`src/rtl/rnn_host_if_pkg.sv`:
```
// rtl/rnn_host_if_pkg.sv - shared region codes, SRAM base addresses, FIFO sizing and FSM states
package rnn_host_if_pkg;

  localparam logic [2:0] MSEL_W_IH   = 3'b000;
  localparam logic [2:0] MSEL_B_IH   = 3'b001;
  localparam logic [2:0] MSEL_W_HH   = 3'b010;
  localparam logic [2:0] MSEL_B_HH   = 3'b011;
  localparam logic [2:0] MSEL_TCNT   = 3'b100;
  localparam logic [2:0] MSEL_RESULT = 3'b101;

  localparam logic [18:0] BASE_W_IH   = 19'h00000;
  localparam logic [18:0] BASE_W_HH   = 19'h00800;
  localparam logic [18:0] BASE_B_IH   = 19'h01800;
  localparam logic [18:0] BASE_B_HH   = 19'h01840;
  localparam logic [18:0] BASE_RESULT = 19'h02000;

  localparam int FIFO_DEPTH = 4;
  localparam int FIFO_AW    = 2;

  localparam logic [16:0] WR_COUNT_MAX = 17'h1FFFF;

  typedef enum logic [1:0] {
    ST_IDLE = 2'd0,
    ST_ARM  = 2'd1,
    ST_RUN  = 2'd2
  } state_t;

endpackage

```
`src/rtl/word_fifo4.sv`:
```
// rtl/word_fifo4.sv - four-entry input word FIFO with show-ahead head
module word_fifo4
  import rnn_host_if_pkg::*;
(
  input  logic        clk,
  input  logic        reset,
  input  logic        i_push,
  input  logic [31:0] i_data,
  input  logic        i_pop,
  output logic [31:0] o_head,
  output logic        o_full,
  output logic        o_empty
);

  logic [31:0]        r_mem [FIFO_DEPTH];
  logic [FIFO_AW-1:0] r_wptr;
  logic [FIFO_AW-1:0] r_rptr;
  logic [FIFO_AW:0]   r_count;
  logic               w_pop;
  logic               w_push;

  assign o_full  = (r_count == (FIFO_AW+1)'(FIFO_DEPTH));
  assign o_empty = (r_count == '0);
  assign o_head  = r_mem[r_rptr];

  // A pop frees the head slot in the same cycle, so a full FIFO still takes a word then.
  assign w_pop  = i_pop && !o_empty;
  assign w_push = i_push && (!o_full || w_pop);

  always_ff @(posedge clk) begin
    if (w_push) r_mem[r_wptr] <= i_data;
  end

  always_ff @(posedge clk) begin
    if (reset) begin
      r_wptr  <= '0;
      r_rptr  <= '0;
      r_count <= '0;
    end else begin
      if (w_push) r_wptr <= r_wptr + 1'b1;
      if (w_pop)  r_rptr <= r_rptr + 1'b1;
      case ({w_push, w_pop})
        2'b10:   r_count <= r_count + 1'b1;
        2'b01:   r_count <= r_count - 1'b1;
        default: r_count <= r_count;
      endcase
    end
  end

endmodule

```
`src/rtl/rnn_host_if.sv`:
```
// rtl/rnn_host_if.sv - host-side glue: SRAM region decode, input FIFO and run handshake
module rnn_host_if
  import rnn_host_if_pkg::*;
(
  input  logic        clk,
  input  logic        reset,
  input  logic        host_start,
  input  logic [10:0] host_seq_len,
  input  logic        in_valid,
  output logic        in_ready,
  input  logic [31:0] in_data,
  output logic        ready,
  input  logic        busy,
  input  logic        i_en,
  output logic [31:0] idata,
  input  logic        mce,
  input  logic [2:0]  msel,
  input  logic [16:0] maddr,
  input  logic [19:0] mdata_w,
  output logic [19:0] mdata_r,
  output logic        sram_ce,
  output logic        sram_we,
  output logic [18:0] sram_addr,
  output logic [19:0] sram_wdata,
  input  logic [19:0] sram_rdata,
  output logic        done,
  output logic [16:0] wr_count,
  output logic        err
);

  state_t      r_state;
  state_t      w_next;
  logic        w_start;
  logic        w_req_read;
  logic        w_req_write;
  logic        w_req_tcnt;
  logic        w_req_inval;
  logic [31:0] w_fifo_head;
  logic        w_fifo_full;
  logic        w_fifo_empty;
  logic        w_pop;
  logic        r_rd_pend;
  logic [19:0] r_mdata;
  logic [31:0] r_idata;
  logic        r_err;
  logic [16:0] r_wr_count;

  word_fifo4 u_fifo (
    .clk     (clk),
    .reset   (reset),
    .i_push  (in_valid),
    .i_data  (in_data),
    .i_pop   (i_en),
    .o_head  (w_fifo_head),
    .o_full  (w_fifo_full),
    .o_empty (w_fifo_empty)
  );

  assign in_ready = !w_fifo_full;
  assign w_pop    = i_en && !w_fifo_empty;

  always_comb begin
    w_req_read  = 1'b0;
    w_req_write = 1'b0;
    w_req_tcnt  = 1'b0;
    w_req_inval = 1'b0;
    sram_addr   = '0;
    if (mce) begin
      case (msel)
        MSEL_W_IH:   begin w_req_read = 1'b1; sram_addr = BASE_W_IH + {8'b0, maddr[10:0]}; end
        MSEL_W_HH:   begin w_req_read = 1'b1; sram_addr = BASE_W_HH + {7'b0, maddr[11:0]}; end
        MSEL_B_IH:   begin w_req_read = 1'b1; sram_addr = BASE_B_IH + {13'b0, maddr[5:0]}; end
        MSEL_B_HH:   begin w_req_read = 1'b1; sram_addr = BASE_B_HH + {13'b0, maddr[5:0]}; end
        MSEL_RESULT: begin w_req_write = 1'b1; sram_addr = BASE_RESULT + {2'b0, maddr}; end
        MSEL_TCNT:   w_req_tcnt = 1'b1;
        default:     w_req_inval = 1'b1;
      endcase
    end
  end

  assign sram_ce    = w_req_read || w_req_write;
  assign sram_we    = w_req_write;
  assign sram_wdata = mdata_w;

  // SRAM data arrives a cycle after the request; pass it straight through, then hold it.
  assign mdata_r  = r_rd_pend ? sram_rdata : r_mdata;
  assign idata    = r_idata;
  assign err      = r_err;
  assign wr_count = r_wr_count;

  always_ff @(posedge clk) begin
    if (reset) begin
      r_rd_pend  <= 1'b0;
      r_mdata    <= '0;
      r_idata    <= '0;
      r_err      <= 1'b0;
      r_wr_count <= '0;
    end else begin
      r_rd_pend <= w_req_read;
      if (r_rd_pend)   r_mdata <= sram_rdata;
      if (w_req_tcnt)  r_mdata <= {9'b0, host_seq_len};
      if (w_req_inval) r_mdata <= '0;
      if (w_pop) r_idata <= w_fifo_head;
      if (w_req_inval || (i_en && w_fifo_empty)) r_err <= 1'b1;
      if (w_start) r_wr_count <= '0;
      else if (w_req_write && r_wr_count != WR_COUNT_MAX) r_wr_count <= r_wr_count + 1'b1;
    end
  end

  always_ff @(posedge clk) begin
    if (reset) r_state <= ST_IDLE;
    else       r_state <= w_next;
  end

  always_comb begin
    w_next = r_state;
    case (r_state)
      ST_IDLE: if (host_start) w_next = ST_ARM;
      ST_ARM:  if (busy)       w_next = ST_RUN;
      ST_RUN:  if (!busy)      w_next = ST_IDLE;
      default: w_next = ST_IDLE;
    endcase
  end

  // Outputs are gated by reset so an abort mid-run never shows a done pulse.
  always_comb begin
    ready   = 1'b0;
    done    = 1'b0;
    w_start = 1'b0;
    if (!reset) begin
      case (r_state)
        ST_IDLE: w_start = host_start;
        ST_ARM:  ready   = 1'b1;
        ST_RUN:  done    = !busy;
        default: ;
      endcase
    end
  end

endmodule

```
`config.mk`:
```
export PLATFORM = sky130hd
export DESIGN_NAME = rnn_host_if
export DESIGN_NICKNAME = d
export VERILOG_FILES = /design/src/rtl/rnn_host_if_pkg.sv /design/src/rtl/word_fifo4.sv /design/src/rtl/rnn_host_if.sv
export SDC_FILE = /design/constraint.sdc
export NUM_CORES = 1
export LEC_CHECK = 0
export ABC_CLOCK_PERIOD_IN_PS = 3200
export CELL_PAD_IN_SITES_DETAIL_PLACEMENT = 0
export CELL_PAD_IN_SITES_GLOBAL_PLACEMENT = 1
export CORE_MARGIN = 3
export CORE_UTILIZATION = 38
export CTS_BUF_LIST = sky130_fd_sc_hd__clkbuf_2 sky130_fd_sc_hd__clkbuf_4 sky130_fd_sc_hd__clkbuf_8
export CTS_CLUSTER_DIAMETER = 50
export DETAILED_ROUTE_END_ITERATION = 8
export PLACE_DENSITY = 0.82
export SLEW_MARGIN = 0
export SYNTH_ARGS = -nofsm -noshare
export SYNTH_HDL_FRONTEND = slang
export SYNTH_SLANG_ARGS = --single-unit
```
`constraint.sdc`:
```
create_clock -name clk -period 3.2 [get_ports clk]
set_clock_uncertainty 0.15 [all_clocks]
set_input_delay 0.64 -clock clk [delete_from_list [all_inputs] [get_ports clk]]
set_output_delay 0.64 -clock clk [all_outputs]
set_load 0.02 [all_outputs]
```
m2.png
(2 px per um)
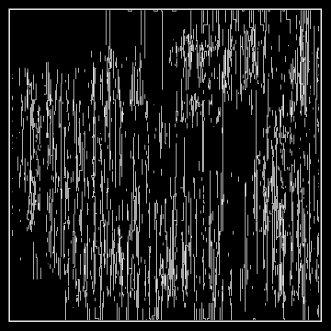
longest straight run: 86.7 um
main direction: vertical
wire length on this layer: 9640 um
share of all routed wire: 48%

sizing.png
(3 px per um)
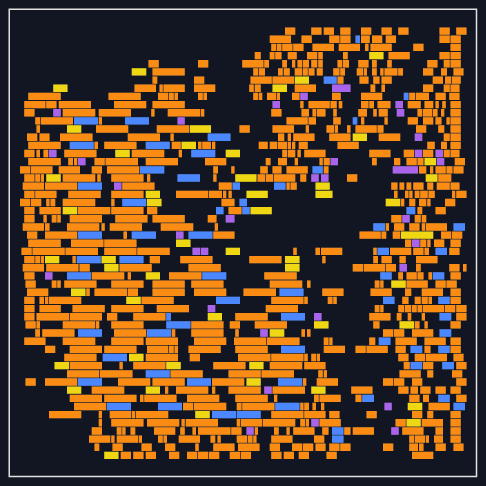
[x3 and x4] purple | cells: 34
[x1 and smaller] orange | cells: 695
[x6 and larger] yellow | cells: 51
[x2] blue | cells: 66

==> flow_metrics.py <==
# Physical implementation metrics
metrics = {
    "floorplanning": {
        "core_area_sq_mm": 0.0215,
        "num_rows": 53,
        "fp.dieH_um": 155,
        "dieArea_sq_mm": 0.0241,
        "num_io_pins": 224,
        "die_w_um": 155,
    },
    "sta": {
        "fmax_mhz": 320,
        "fin_crit_sh": 0.975,
        "setup_viol": 0,
        "hold_viol_final": 0,
        "relSlewSlack": 0.415,
        "finalCriticalPeriod_ns": 3.12,
        "worst_pin_slew_ns": 0.877,
        "finalMaxSlewViolations": 0,
    },
    "synth": {
        "ys_sh_mux": 0.114,
        "ys_sh_adder": 0.0127,
        "syn_inst": 633,
        "ys_types": 51,
        "synth_top_area_share": 0.454,
        "yosysCellCount": 633,
        "aoi_share": 0.0542,
        "top_logic_kind": "simple AND/OR/NAND/NOR gates",
        "synth_area_sq_mm": 0.00847,
        "edf_count": 128,
        "synth_seq_share": 0.643,
        "flop_cell": "edfxtp_1",
        "topCellsByArea": "edfxtp_1 (45%), dfxtp_1 (19%), mux4_2 (8.5%)",
        "ys.flops": 208,
    },
    "placement": {
        "dp.cells": 1056,
        "hpwl_um": 13100,
        "place_congestion": 0.746,
        "io_buffers": 182,
    },
    "critical_path": {
        "start_kind": "input port",
        "regToRegSetupSlack_ns": 0.78,
        "crit_type": "in2out",
        "endpoint_kind": "output port",
        "slowest_delay_ns": 0.61,
        "cp.required_ns": 2.41,
    },
    "pwr": {
        "p_total_w": 0.00674,
        "power_density_mw_per_mm2": 595,
        "vdd_ir_drop_max_v": 0.000410,
        "seqPwrFrac": 0.464,
        "p_comb_frac": 0.163,
        "p_leak_nw": 3.91,
        "switching_share": 0.250,
        "internal_power_w": 0.00505,
    },
    "drt": {
        "drt-initial-drc-count": 250,
        "ant_nets": 0,
        "via_per_inst": 5.00,
        "dr.pass1.iters": 4,
        "dr_total_vias": 5604,
    },
    "clocking": {
        "cts.clk_slew.worst_paths_ns": 0.06,
        "ctsLongestPathBuffers": 3,
        "htreeDepth": 2,
        "cts_tree": "yes",
        "cts_inserted_buffers": 37,
        "post-cts-setup-buffers": 0,
    },
    "flow_run": {
        "warning_count": 29,
        "drv_cap": 0,
    },
    "finish": {
        "fillCellCount": 1874,
        "combGateArea_sq_mm": 0.00267,
        "regArea_sq_mm": 0.00545,
        "antenna_cells": 0,
        "synthToLayoutAreaGrowth_pct": 33.7,
        "drive_gt1_frac": 0.178,
        "layout.nets": 938,
    },
    "grt": {
        "grt_pass1_wl_um": 30800,
        "first_global_vias": 5598,
        "overflow": 0,
        "antenna_found_initial": 0,
        "grt_max_degree": 44,
    },
    "run_status": {
        "status": "finished, final reports clean",
    },
    "hold_path": {
        "holdCritPathClass": "reg2reg",
    },
}
congestion_map.png
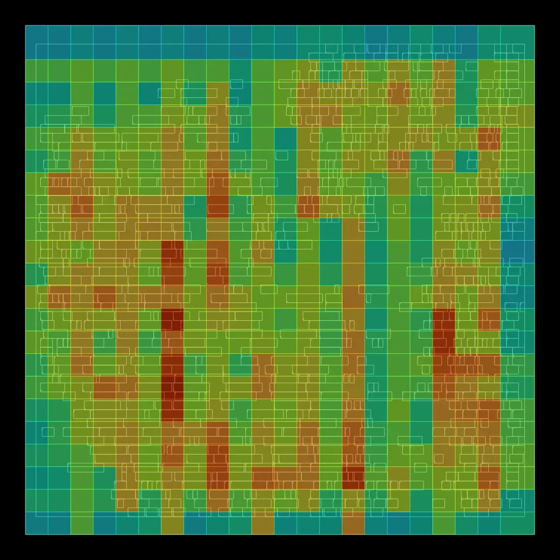
Final Util: 0.527
GR peak layer: met2
met3 Usage GRT: 0.0428
Avg WL per Cell: 17.8 um
Overall Global Routing Usage: 0.162

closeup.png
Window x 65 to 90, y 65 to 90 um. Cells in grey, sequential cells in the stronger grey; small squares are vias.
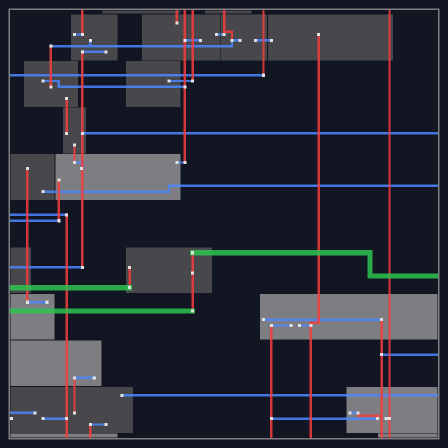
[M3] green
[M2] red
[M1] blue
sequential cells in the window: 2
most frequent: and2_2 (2)
cells with their middle in the window: 11
netlist names of flops here include: `u_fifo.r_mem` (1), `u_fifo.r_wptr` (1)

-- synthesized netlist by cell type, types with 3 or more instances --
| library cell | instances |
|---|---|
| and3_1 | 3 |
| buf_4 | 23 |
| ha_1 | 7 |
| or3_1 | 6 |
| mux2_2 | 21 |
| buf_2 | 10 |
| dfxtp_1 | 80 |
| o211ai_1 | 3 |
| xnor2_1 | 7 |
| clkbuf_1 | 19 |
| or4_1 | 3 |
| xor2_1 | 7 |
| nand4_1 | 17 |
| nor2b_1 | 14 |
| inv_1 | 8 |
| edfxtp_1 | 128 |
| and2_1 | 16 |
| nor3_1 | 4 |
| nand3_1 | 8 |
| a21oi_1 | 55 |
| nor3b_1 | 4 |
| o21ai_0 | 12 |
| buf_1 | 4 |
| nor2_1 | 23 |
| nand2_1 | 88 |
| mux4_2 | 32 |
| nand2b_1 | 4 |
-- path summary, 6_finish.rpt --
kind | startpoint | to | cells past startpoint
worst max-delay path | msel[2] | sram_addr[12] | 6
worst min-delay path | idata[5]$_SDFFE_PP0N_ | idata[5]$_SDFFE_PP0N_ | 2
worst max register to register | wr_count[5]$_SDFFE_PP0P_ | wr_count[14]$_SDFFE_PP0P_ | 8
worst min register to register | idata[5]$_SDFFE_PP0N_ | idata[5]$_SDFFE_PP0N_ | 2
-- what timing repair did --
item | 4_1_cts | 5_1_grt
endpoints found under the setup margin | 4 | 6
hold buffers | 0 | 0
resized | 4 | 5
-- critical path: cells and delay by family --
family / cells / cell delay (ns)
compound gates: 1 / 0.12
buf+inv: 3 / 1.26
simple gates: 2 / 0.31
-- registers in the layout, indices dropped and copies added (netlist names) --
register        cells
u_fifo.r_count      3
r_state             2
r_rd_pend           1
u_fifo.r_rptr       2
r_mdata            20
err                 1
wr_count           17
u_fifo.r_wptr       2
u_fifo.r_mem      128
idata              32
-- per-layer routing --
layer	GRT usage	wire (um)	vias to the layer above
li1	-	-	2680
met1	0.200	8420	2689
met2	0.273	9640	205
met3	0.0428	1440	30
met4	0.0609	452	0
met5	0	0	-
-- layout make-up --
type                       instances  share of cell area
sequential                       208               0.481
multi-input combinational        359               0.236
timing repair buffer             205               0.181
clock buffer                      56              0.0609
tap                              275              0.0304
clock inverter                     9             0.00740
inverter                           9             0.00309
-- per-stage QoR --
stage	cell area (sq um)	setup slack [ns]	hold WS [ns]
final	11300	0.0797	0.302
after global placement	10500	0.000155	0.296
after floorplan	8470	0.430	0.319
after global routing	11300	0.00900	0.295
after detailed placement	10500	-0.0606	0.296
after CTS	11300	0.0213	0.286
-- power by group through the flow --
stage          clock, W  combinational [W]  sequential (W)
2_1_floorplan         0           0.000624         0.00322
3_3_place_gp          0            0.00111         0.00318
3_5_place_dp          0            0.00112         0.00318
4_1_cts         0.00261            0.00112         0.00313
5_1_grt         0.00272            0.00120         0.00315
6_report        0.00251            0.00110         0.00313
-- cells in the final DEF (no fill, tap or decap), drive strengths merged, types with 8 or more instances in the layout --
master,instances
dfxtp,80
nor2b,14
nand2,88
nand3,9
clkbuf,56
and2,16
edfxtp,128
nand4,18
inv,8
buf,24
mux4,32
clkinv,8
mux2,21
nor2,23
clkdlybuf4s50,174
a21oi,55
o21ai,12
No activity file was given, so power comes from the tool's default toggle rates.
